`src/rtl/jk_pkg.sv`:
```
// JK drive encodings shared by the counter steering logic and the per-bit cells.
// The mode value is {j, k}.
package jk_pkg;

    typedef enum logic [1:0] {
        JK_HOLD   = 2'b00,
        JK_CLEAR  = 2'b01,
        JK_SET    = 2'b10,
        JK_TOGGLE = 2'b11
    } jk_mode_e;

    // Drive that forces a cell to a known value regardless of its current state.
    function automatic jk_mode_e jk_force(input logic val);
        return val ? JK_SET : JK_CLEAR;
    endfunction

endpackage

```
`src/rtl/jk_cell.sv`:
```
// Single JK flip-flop with synchronous active-high reset to 0.
// qb is the complement of the stored bit.
module jk_cell
    import jk_pkg::*;
(
    input  logic clk,
    input  logic rst,
    input  logic j,
    input  logic k,
    output logic q,
    output logic qb
);

    logic q_q;
    logic q_d;

    always_comb begin
        q_d = q_q;
        case (jk_mode_e'({j, k}))
            JK_HOLD:   q_d = q_q;
            JK_CLEAR:  q_d = 1'b0;
            JK_SET:    q_d = 1'b1;
            JK_TOGGLE: q_d = ~q_q;
            default:   q_d = q_q;
        endcase
    end

    always_ff @(posedge clk) begin
        if (rst) begin
            q_q <= 1'b0;
        end else begin
            q_q <= q_d;
        end
    end

    assign q  = q_q;
    assign qb = ~q_q;

endmodule

```
`src/rtl/jk_updown_counter.sv`:
```
// Modulo-MOD up/down counter whose state lives entirely in one jk_cell per bit.
// This level only steers j/k, registers the out-of-range-load flag and forms tc.
module jk_updown_counter
    import jk_pkg::*;
#(
    parameter int WIDTH = 4,
    parameter int MOD   = 10
) (
    input  logic             clk,
    input  logic             rst,
    input  logic             en,
    input  logic             up,
    input  logic             load,
    input  logic [WIDTH-1:0] d,
    output logic [WIDTH-1:0] q,
    output logic [WIDTH-1:0] qb,
    output logic             tc,
    output logic             err
);

    localparam logic [WIDTH-1:0] MAX_Q = WIDTH'(MOD - 1);
    localparam logic [WIDTH:0]   MOD_X = (WIDTH + 1)'(MOD);

    logic             load_bad;
    logic             wrap;
    logic [WIDTH-1:0] nxt;
    jk_mode_e         mode_d [WIDTH];
    logic [WIDTH-1:0] j_d;
    logic [WIDTH-1:0] k_d;
    logic             err_d;
    logic             err_q;

    assign load_bad = ({1'b0, d} >= MOD_X);

    always_comb begin
        nxt  = q;
        wrap = 1'b0;
        if (up) begin
            if (q == MAX_Q) begin
                nxt  = '0;
                wrap = 1'b1;
            end else begin
                nxt = q + WIDTH'(1);
            end
        end else begin
            if (q == '0) begin
                nxt  = MAX_Q;
                wrap = 1'b1;
            end else begin
                nxt = q - WIDTH'(1);
            end
        end
    end

    // Wrap forces every bit with set/clear; ordinary steps toggle only changing bits.
    always_comb begin
        for (int i = 0; i < WIDTH; i++) begin
            mode_d[i] = JK_HOLD;
            if (load) begin
                mode_d[i] = load_bad ? JK_CLEAR : jk_force(d[i]);
            end else if (en) begin
                if (wrap) begin
                    mode_d[i] = jk_force(nxt[i]);
                end else if (nxt[i] != q[i]) begin
                    mode_d[i] = JK_TOGGLE;
                end
            end
            j_d[i] = mode_d[i][1];
            k_d[i] = mode_d[i][0];
        end
    end

    for (genvar g = 0; g < WIDTH; g++) begin : g_bit
        jk_cell u_cell (
            .clk (clk),
            .rst (rst),
            .j   (j_d[g]),
            .k   (k_d[g]),
            .q   (q[g]),
            .qb  (qb[g])
        );
    end

    assign err_d = load & load_bad;

    always_ff @(posedge clk) begin
        if (rst) begin
            err_q <= 1'b0;
        end else begin
            err_q <= err_d;
        end
    end

    assign err = err_q;
    assign tc  = ~rst & en & ~load & ((up & (q == MAX_Q)) | (~up & (q == '0)));

endmodule

```
`config.mk`:
```
export PLATFORM = sky130hd
export DESIGN_NAME = jk_updown_counter
export DESIGN_NICKNAME = d
export VERILOG_FILES = /design/src/rtl/jk_pkg.sv /design/src/rtl/jk_cell.sv /design/src/rtl/jk_updown_counter.sv
export SDC_FILE = /design/constraint.sdc
export NUM_CORES = 1
export LEC_CHECK = 0
export CORE_AREA = 2 2 39 41
export DETAILED_ROUTE_END_ITERATION = 7
export DIE_AREA = 0 0 41 43
export HOLD_SLACK_MARGIN = 0.08
export PLACE_DENSITY = 0.61
export SLEW_MARGIN = 20
export SYNTH_ARGS = -nofsm -noshare
export SYNTH_HDL_FRONTEND = slang
export SYNTH_HIERARCHICAL = 1
export SYNTH_SLANG_ARGS = --single-unit
```
`constraint.sdc`:
```
create_clock -name clk -period 2.42 [get_ports clk]
set_input_delay 0.363 -clock clk [delete_from_list [all_inputs] [get_ports clk]]
set_output_delay 0.363 -clock clk [all_outputs]
set_load 0.02 [all_outputs]
```
==> datasheet_impl.txt <==
Summary of implementation characteristics

Parameter                              Value

Power
  Fraction of power consumed by combinational cells .................. 36.9%
  Worst VDD drop .................. 0.140 mV
  Areal power density over the cells .................. 477 nW/um^2
  Net switching fraction of the power .................. 31.4%

GRT
  Number of global-route vias before repair .................. between 400 and 500

Place
  Count of buffers from port buffering .................. 18
  Final HPWL DP .................. between 800 and 900 um
  Placement Setup Slack .................. roughly 0.11 ns
  Weighted congestion reported at the end of routability-driven placement .................. roughly 0.79

Floorplanning
  Die area .................. ~1800 sq um
  Area of the placeable core .................. between 1000 and 1500 sq um
  I/O pin cnt .................. 19

Synth
  Flops & latches, synth .................. 5
  Leading cell type by number of instances after synthesis .................. sky130_fd_sc_hd__nand2_1
  Post-Syn Instances .................. 58
  Main synth FF type .................. sky130_fd_sc_hd__dfxtp_1
  Unique cell type count in the Yosys netlist .................. 24
  Post-Synth AOI/OAI Area .................. roughly a third
  Yosys chip area .................. about 390 sq um
  Post-synthesis xor/xnor area fraction .................. 0%
  Post-Synth Simple-Gate Area .................. 34.7%
  Sequential-to-total area share from yosys stat .................. approximately 25%
  Yosys stat cell total .................. approximately 58

STA
  Worst-case setup margin in the final layout .................. approximately 0.5 ns
  RSZ-0062 raised after global routing .................. false
  Post-layout min period .................. between 1.5 and 2 ns
  Setup total negative slack .................. 0 ns

Setup path
  Category of the worst setup path launch point .................. primary input
  Cell with the largest stage delay on the worst path .................. sky130_fd_sc_hd__clkdlybuf4s50_1
  Startpoint of the worst setup timing path .................. up
  Launch instance of the worst register-to-register path .................. g_bit[0].u_cell/q$_SDFFE_PP0P_

Routing
  TritonRoute pass-1 iters .................. 4
  Average wire per standard cell .................. ~10 um
  Via count .................. roughly 470
  Via-to-Cell Ratio .................. 4.71
  Antenna viol nets, final .................. 0

Cells and area
  Fill cells .................. between 100 and 150
  N_diodes .................. 0

CTS
  Maximum root-to-sink buffer count .................. 2
  Clock latency at the later pin of the worst-skew pair .................. between 0.2 and 0.25 ns
  Hold buffers post-CTS .................. 0
  Clock sink count .................. 5
  Clock slew seen by the registers of the worst setup and hold paths .................. 0.04 ns

Status
  Status .................. complete, no violations

Min path
  Number of cells traversed by the worst hold path .................. 2
  Hold Crit Endpoint .................. g_bit[1].u_cell/q$_SDFFE_PP0P_
placed cells by master, fill, tap and decap left out, drive strengths merged, types with 4 or more instances in the layout:
cell type | Yosys | routed
a211oi | 4 | 4
buf | 0 | 4
clkbuf | 1 | 4
clkdlybuf4s50 | 0 | 17
dfxtp | 5 | 5
inv | 6 | 6
nand2 | 8 | 8
nor2 | 7 | 7
o21ai | 4 | 4
cell families (layout without fill, tap and decap cells):
family          after synthesis  after routing
compound gates               19             19
buf+inv                       7             32
flops                         5              5
simple gates                 27             27
routing by layer:
layer / GRT usage, % / routed length, um
met1: 19.3 / 485
met2: 24.1 / 507
met3: 3.14 / 28
met4: 6.00 / 0
met5: 0 / 0
cell type report:
cell class	instances	area [sq um]	share of cell area, %
Clock buffer	4	26.3	4.05
Inverter	6	22.5	3.47
Multi-Input combinational cell	46	267	41.1
Sequential cell	5	100	15.4
Tap cell	16	20.0	3.09
Timing Repair Buffer	22	213	32.8
critical path: cells and delay by family:
family / cells / cell delay [ns]
compound gates: 1 / 0.12
simple gates: 2 / 0.33
buf+inv: 2 / 0.74
power by group through the flow:
| stage | logic (uW) | registers [uW] | clock network, uW |
|---|---|---|---|
| global route | 128 | 105 | 99.6 |
| finish | 114 | 103 | 91.8 |
| CTS | 115 | 103 | 95.5 |
| global placement | 114 | 105 | 0 |
| floorplan | 50.5 | 109 | 0 |
| detailed placement | 114 | 105 | 0 |
metrics by stage:
stage	cell area [sq um]	utilization [%]	instances	total power (uW)
final	648	46.8	99	309
after detailed placement	619	44.8	95	219
after floorplan	393	-	58	160
after global placement	619	44.8	95	219
after global routing	648	46.8	99	333
after CTS	646	46.7	99	314
registers in the layout (all words and copies together), names as in the netlist:
name / cells
err: 1
g_bit.u_cell/q: 4
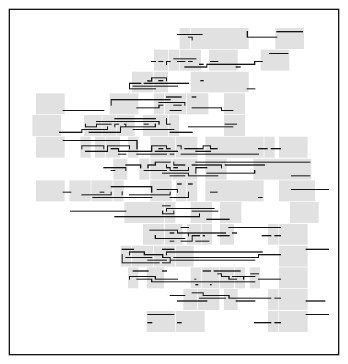
Figure 1: M1 wires.
Scale: 8 px per um.
The longest straight run is 14.3 um. The layer holds 48% of the routed length. 79 nets have wire on it. The wires run mostly horizontal. The layer carries 485 um of wire.

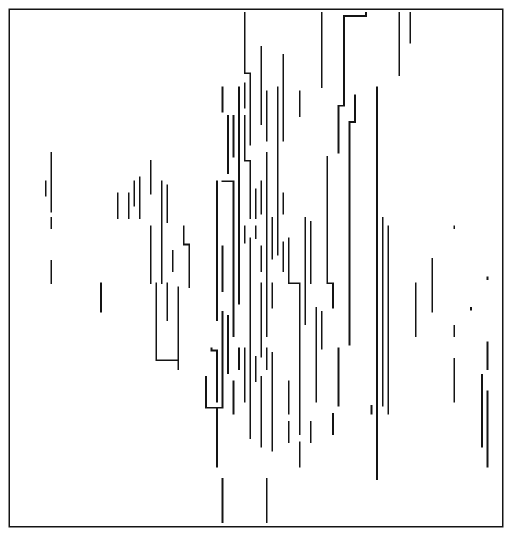
Figure 2: met2 routing.
Scale: 12 px per um.
71 nets have wire on it. The longest straight run is 32.6 um. The layer holds 50% of the routed length. The layer carries 507 um of wire.

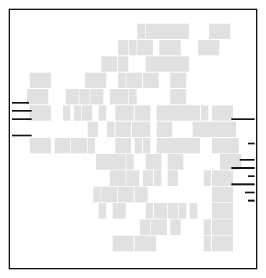
Figure 3: met3 routing.
Scale: 6 px per um.
The layer holds 2.8% of the routed length. The layer carries 28.1 um of wire. 12 nets have wire on it. The wires run mostly horizontal. The longest straight run is 3.60 um.

Power figures rest on the tool's default switching activity, not on a simulated workload.
